File: src/rtl/fp_pkg.sv
// rtl/fp_pkg.sv - shared float field widths, constants and accumulator sequencer state encodings
package fp_pkg;

   localparam int FP_W  = 32;
   localparam int EXP_W = 8;
   localparam int MAN_W = 23;

   localparam logic [FP_W-1:0] FP_POS_ZERO = 32'h0000_0000;

   typedef enum logic [1:0] {
      ST_IDLE     = 2'd0,
      ST_WAIT_IN  = 2'd1,
      ST_WAIT_ADD = 2'd2,
      ST_DONE     = 2'd3
   } acc_state_t;

endpackage

File: src/rtl/fp_accum_seq.sv
// rtl/fp_accum_seq.sv - reduces a stream of LEN floats to one sum through an external shared adder
module fp_accum_seq
   import fp_pkg::*;
#(
   parameter int ADD_LAT = 2,
   parameter int CNT_W   = 10
) (
   input  logic             clk,
   input  logic             rst_n,
   input  logic             start,
   input  logic [CNT_W-1:0] len,
   input  logic             in_valid,
   input  logic [FP_W-1:0]  in_data,
   output logic             in_ready,
   output logic [FP_W-1:0]  add_a,
   output logic [FP_W-1:0]  add_b,
   output logic             add_go,
   input  logic [FP_W-1:0]  add_result,
   output logic             out_valid,
   output logic [FP_W-1:0]  out_data,
   input  logic             out_ready,
   output logic             busy
);

   // Timer must hold the value ADD_LAT itself.
   localparam int TMR_W = (ADD_LAT < 2) ? 1 : $clog2(ADD_LAT + 1);

   acc_state_t       r_state;
   acc_state_t       w_next;
   logic [FP_W-1:0]  r_acc;
   logic [FP_W-1:0]  r_add_a;
   logic [FP_W-1:0]  r_add_b;
   logic             r_add_go;
   logic [FP_W-1:0]  r_out_data;
   logic [CNT_W-1:0] r_count;
   logic [TMR_W-1:0] r_timer;
   logic             r_first;

   logic             w_xfer;
   logic             w_expire;
   logic             w_last;

   // An element is consumed only while waiting for input; the adder result is
   // trusted only on the edge where the latency timer runs out.
   assign w_xfer   = (r_state == ST_WAIT_IN) && in_valid;
   assign w_expire = (r_state == ST_WAIT_ADD) && (r_timer == TMR_W'(1));
   assign w_last   = (r_count == CNT_W'(1));

   // State register; reset abandons any reduction in flight.
   always_ff @(posedge clk or negedge rst_n) begin
      if (!rst_n) begin
         r_state <= ST_IDLE;
      end else begin
         r_state <= w_next;
      end
   end

   // Next-state decode.
   always_comb begin
      w_next = r_state;
      case (r_state)
         ST_IDLE: begin
            if (start) begin
               w_next = (len == '0) ? ST_DONE : ST_WAIT_IN;
            end
         end
         ST_WAIT_IN: begin
            if (w_xfer) begin
               if (r_first) begin
                  w_next = w_last ? ST_DONE : ST_WAIT_IN;
               end else begin
                  w_next = ST_WAIT_ADD;
               end
            end
         end
         ST_WAIT_ADD: begin
            if (w_expire) begin
               w_next = w_last ? ST_DONE : ST_WAIT_IN;
            end
         end
         ST_DONE: begin
            if (out_ready) begin
               w_next = ST_IDLE;
            end
         end
         default: w_next = ST_IDLE;
      endcase
   end

   // State-decoded handshake and status outputs.
   always_comb begin
      in_ready  = 1'b0;
      out_valid = 1'b0;
      busy      = 1'b1;
      case (r_state)
         ST_IDLE:    busy      = 1'b0;
         ST_WAIT_IN: in_ready  = 1'b1;
         ST_DONE:    out_valid = 1'b1;
         default:    busy      = 1'b1;
      endcase
   end

   // Datapath: accumulator, operand registers, element count and latency timer.
   always_ff @(posedge clk or negedge rst_n) begin
      if (!rst_n) begin
         r_acc      <= FP_POS_ZERO;
         r_add_a    <= FP_POS_ZERO;
         r_add_b    <= FP_POS_ZERO;
         r_add_go   <= 1'b0;
         r_out_data <= FP_POS_ZERO;
         r_count    <= '0;
         r_timer    <= '0;
         r_first    <= 1'b0;
      end else begin
         r_add_go <= 1'b0;
         case (r_state)
            ST_IDLE: begin
               if (start) begin
                  r_count <= len;
                  r_first <= 1'b1;
                  if (len == '0) begin
                     r_out_data <= FP_POS_ZERO;
                  end
               end
            end
            ST_WAIT_IN: begin
               if (w_xfer) begin
                  if (r_first) begin
                     // First element bypasses the adder so -0.0 and denormals survive.
                     r_acc   <= in_data;
                     r_first <= 1'b0;
                     r_count <= r_count - CNT_W'(1);
                     if (w_last) begin
                        r_out_data <= in_data;
                     end
                  end else begin
                     r_add_a  <= r_acc;
                     r_add_b  <= in_data;
                     r_add_go <= 1'b1;
                     r_timer  <= TMR_W'(ADD_LAT);
                  end
               end
            end
            ST_WAIT_ADD: begin
               r_timer <= r_timer - TMR_W'(1);
               if (w_expire) begin
                  r_acc   <= add_result;
                  r_count <= r_count - CNT_W'(1);
                  if (w_last) begin
                     r_out_data <= add_result;
                  end
               end
            end
            default: ;
         endcase
      end
   end

   assign add_a    = r_add_a;
   assign add_b    = r_add_b;
   assign add_go   = r_add_go;
   assign out_data = r_out_data;

endmodule

File: config.mk
export PLATFORM = sky130hd
export DESIGN_NAME = fp_accum_seq
export DESIGN_NICKNAME = d
export VERILOG_FILES = /design/src/rtl/fp_pkg.sv /design/src/rtl/fp_accum_seq.sv
export SDC_FILE = /design/constraint.sdc
export NUM_CORES = 1
export LEC_CHECK = 0
export CORE_UTILIZATION = 43
export CTS_BUF_LIST = sky130_fd_sc_hd__clkbuf_2 sky130_fd_sc_hd__clkbuf_4 sky130_fd_sc_hd__clkbuf_8
export DETAILED_ROUTE_END_ITERATION = 8
export MAX_ROUTING_LAYER = met4
export PLACE_DENSITY = 0.69
export SETUP_SLACK_MARGIN = 0.02
export SYNTH_ARGS = -nofsm -noshare
export SYNTH_HDL_FRONTEND = slang
export SYNTH_SLANG_ARGS = --single-unit
File: constraint.sdc
create_clock -name clk -period 3.7 [get_ports clk]
set_clock_uncertainty 0.2 [all_clocks]
set_input_delay 0.555 -clock clk [delete_from_list [all_inputs] [get_ports clk]]
set_output_delay 0.555 -clock clk [all_outputs]
set_load 0.02 [all_outputs]
==> flow_summary.yaml <==
# yosys + openroad results
outcome:
  outcome: "complete, no violations"
route:
  drt_pass1_iterations: 5
  num_vias: 5572
yosys:
  top_area_cell: "dfrtp_1"
  ys_cells: 685
  yosysWarnings: 0
  ys_async_sr_fraction_pct: 100.0
  top_area_share_pct: 54.19
  edf_count: 0
  numSynthFlops: 144
  topCellsByArea: "dfrtp_1 (54%), nand2_1 (13%), mux2i_1 (5.3%)"
  syn_area_um2: 6650
  fp_nets: 773
layout:
  final_nets: 936
  seq_area_um2: 3603
  drive_above_1_share_pct: 9.988
  area_delta_synth_final_pct: 35.47
  final_cell_mix: "nand2_1 (238), clkdlybuf4s50_1 (177), dfrtp_1 (144)"
  lay_top_count: "nand2_1"
final_timing:
  rsz0062_at_grt: "no"
  finalClockPeriodUsage_pct: 81.67
  worst_pin_slew_ns: 0.8964
power:
  power_density_nw_per_um2: 954.7
  switching_power_uw: 3731
  swShare_pct: 43.38
critical_path:
  cp_max_fo: 19
  reg2reg_from: "r_state[1]"
  regToRegSetupSlack_ns: 0.73
  reg2reg_depth: 8
grt:
  grt.total_usage_pct: 24.22
  grt_util_met2_pct: 37.63
  antenna_found_initial: 0
hold_path:
  worst_hold_path.endpoint: "add_a[13]"
clocking:
  post_cts_buffers: 0
job:
  warnings: 32
-- synth_stat cells (all sizes together) (2+ instances only) --
| master | count |
|---|---|
| a21oi | 38 |
| mux2i | 35 |
| inv | 11 |
| clkbuf | 23 |
| nand4b | 2 |
| nand4 | 3 |
| nand2b | 4 |
| a211o | 2 |
| o21a | 2 |
| nor2 | 42 |
| nand3 | 4 |
| o21ai | 11 |
| a221o | 2 |
| dfrtp | 144 |
| nor3 | 3 |
| ha | 9 |
| nand2 | 238 |
| o31ai | 34 |
| a22oi | 35 |
| buf | 23 |
| nor4 | 3 |
| nand3b | 2 |
-- state kept, by name, summed over array words and instances, names as in the netlist --
signal    count
add_a        32
add_b        32
add_go        1
out_data     32
r_acc        32
r_count      10
r_first       1
r_state       2
r_timer       2
-- critical path, stage by stage, from the launching register on --
cell and delay [ns]:
dfrtp_1 0.46, inv_1 0.14, ha_2 0.51, clkdlybuf4s50_1 0.71
-- layer usage --
layer,routed length (um),vias up
met5,0,-
met1,7861,2701
li1,-,2645
met3,947,36
met4,430,0
met2,8473,190
-- final cells by class --
class / count / area share, %
sequential: 144 / 40.00
timing repair buffer: 190 / 20.96
tap: 188 / 2.611
multi-input combinational: 484 / 31.11
clock buffer: 18 / 2.750
clock inverter: 14 / 2.111
inverter: 11 / 0.4583
-- cell families after synthesis --
family                     after synthesis  share of synthesized area (%)
adders and majority gates                9                          1.693
buffers and inverters                   57                          4.026
DFF                                    144                          54.19
and+or+nand+nor                        307                          18.95
AOI/OAI and AO/OA                      133                          15.88
muxes                                   35                          5.268
-- repair_timing --
| action | CTS | global route |
|---|---|---|
| endpoints found under the hold margin | 74 | 0 |
| setup endpoints to repair | 0 | 0 |
| hold buffers | 1 | 0 |
PDN straps and rails:
Scale bar: 50 um. Pins as bars on the die edge.
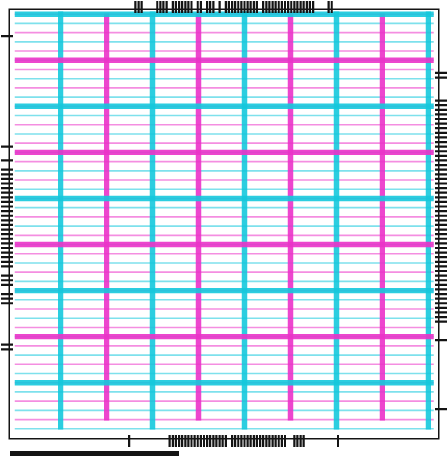
| colour | net |
|---|---|
| magenta | VDD |
| cyan | VSS |
met1 rails: 46
signal pins: 179
die width: 126.4 um
chip height: 126.4 um
peak supply drop: 559.8 uV

Cell classes on the final placement:
Scale bar: 50 um.
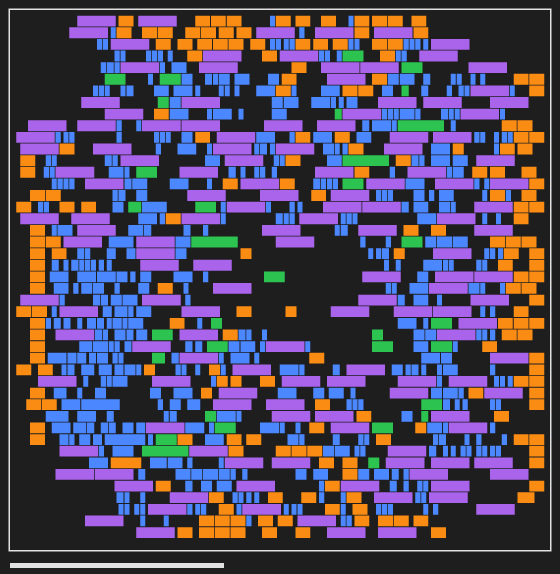
| colour | class | cells | share of their area |
|---|---|---|---|
| orange | remaining buffers and delay cells | 190 | 22% |
| green | clock drivers and dummy loads | 32 | 5.0% |
| blue | remaining logic cells | 495 | 32% |
| purple | registers | 144 | 41% |
post-layout util: 59.48%
CORE AREA: 15150 um^2
FP Rows: 45
flop share of the area: 40.00%
fin area: 9009 um^2

Clock distribution:
Scale bar: 50 um.
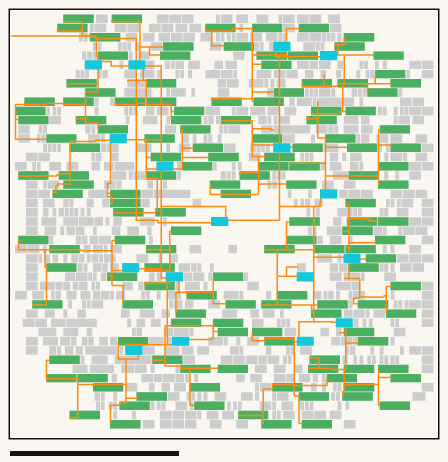
[orange] clock wires | length: 1780 um
[cyan] clock-net drivers | count: 17
[green] flip-flops | count: 144
flops lie: spread over the die
clk pwr: 1370 uW
clock share of power: 15.9%
Late-Pin Clk Latency: 0.45 ns

Power is estimated from default activity; no workload was simulated.
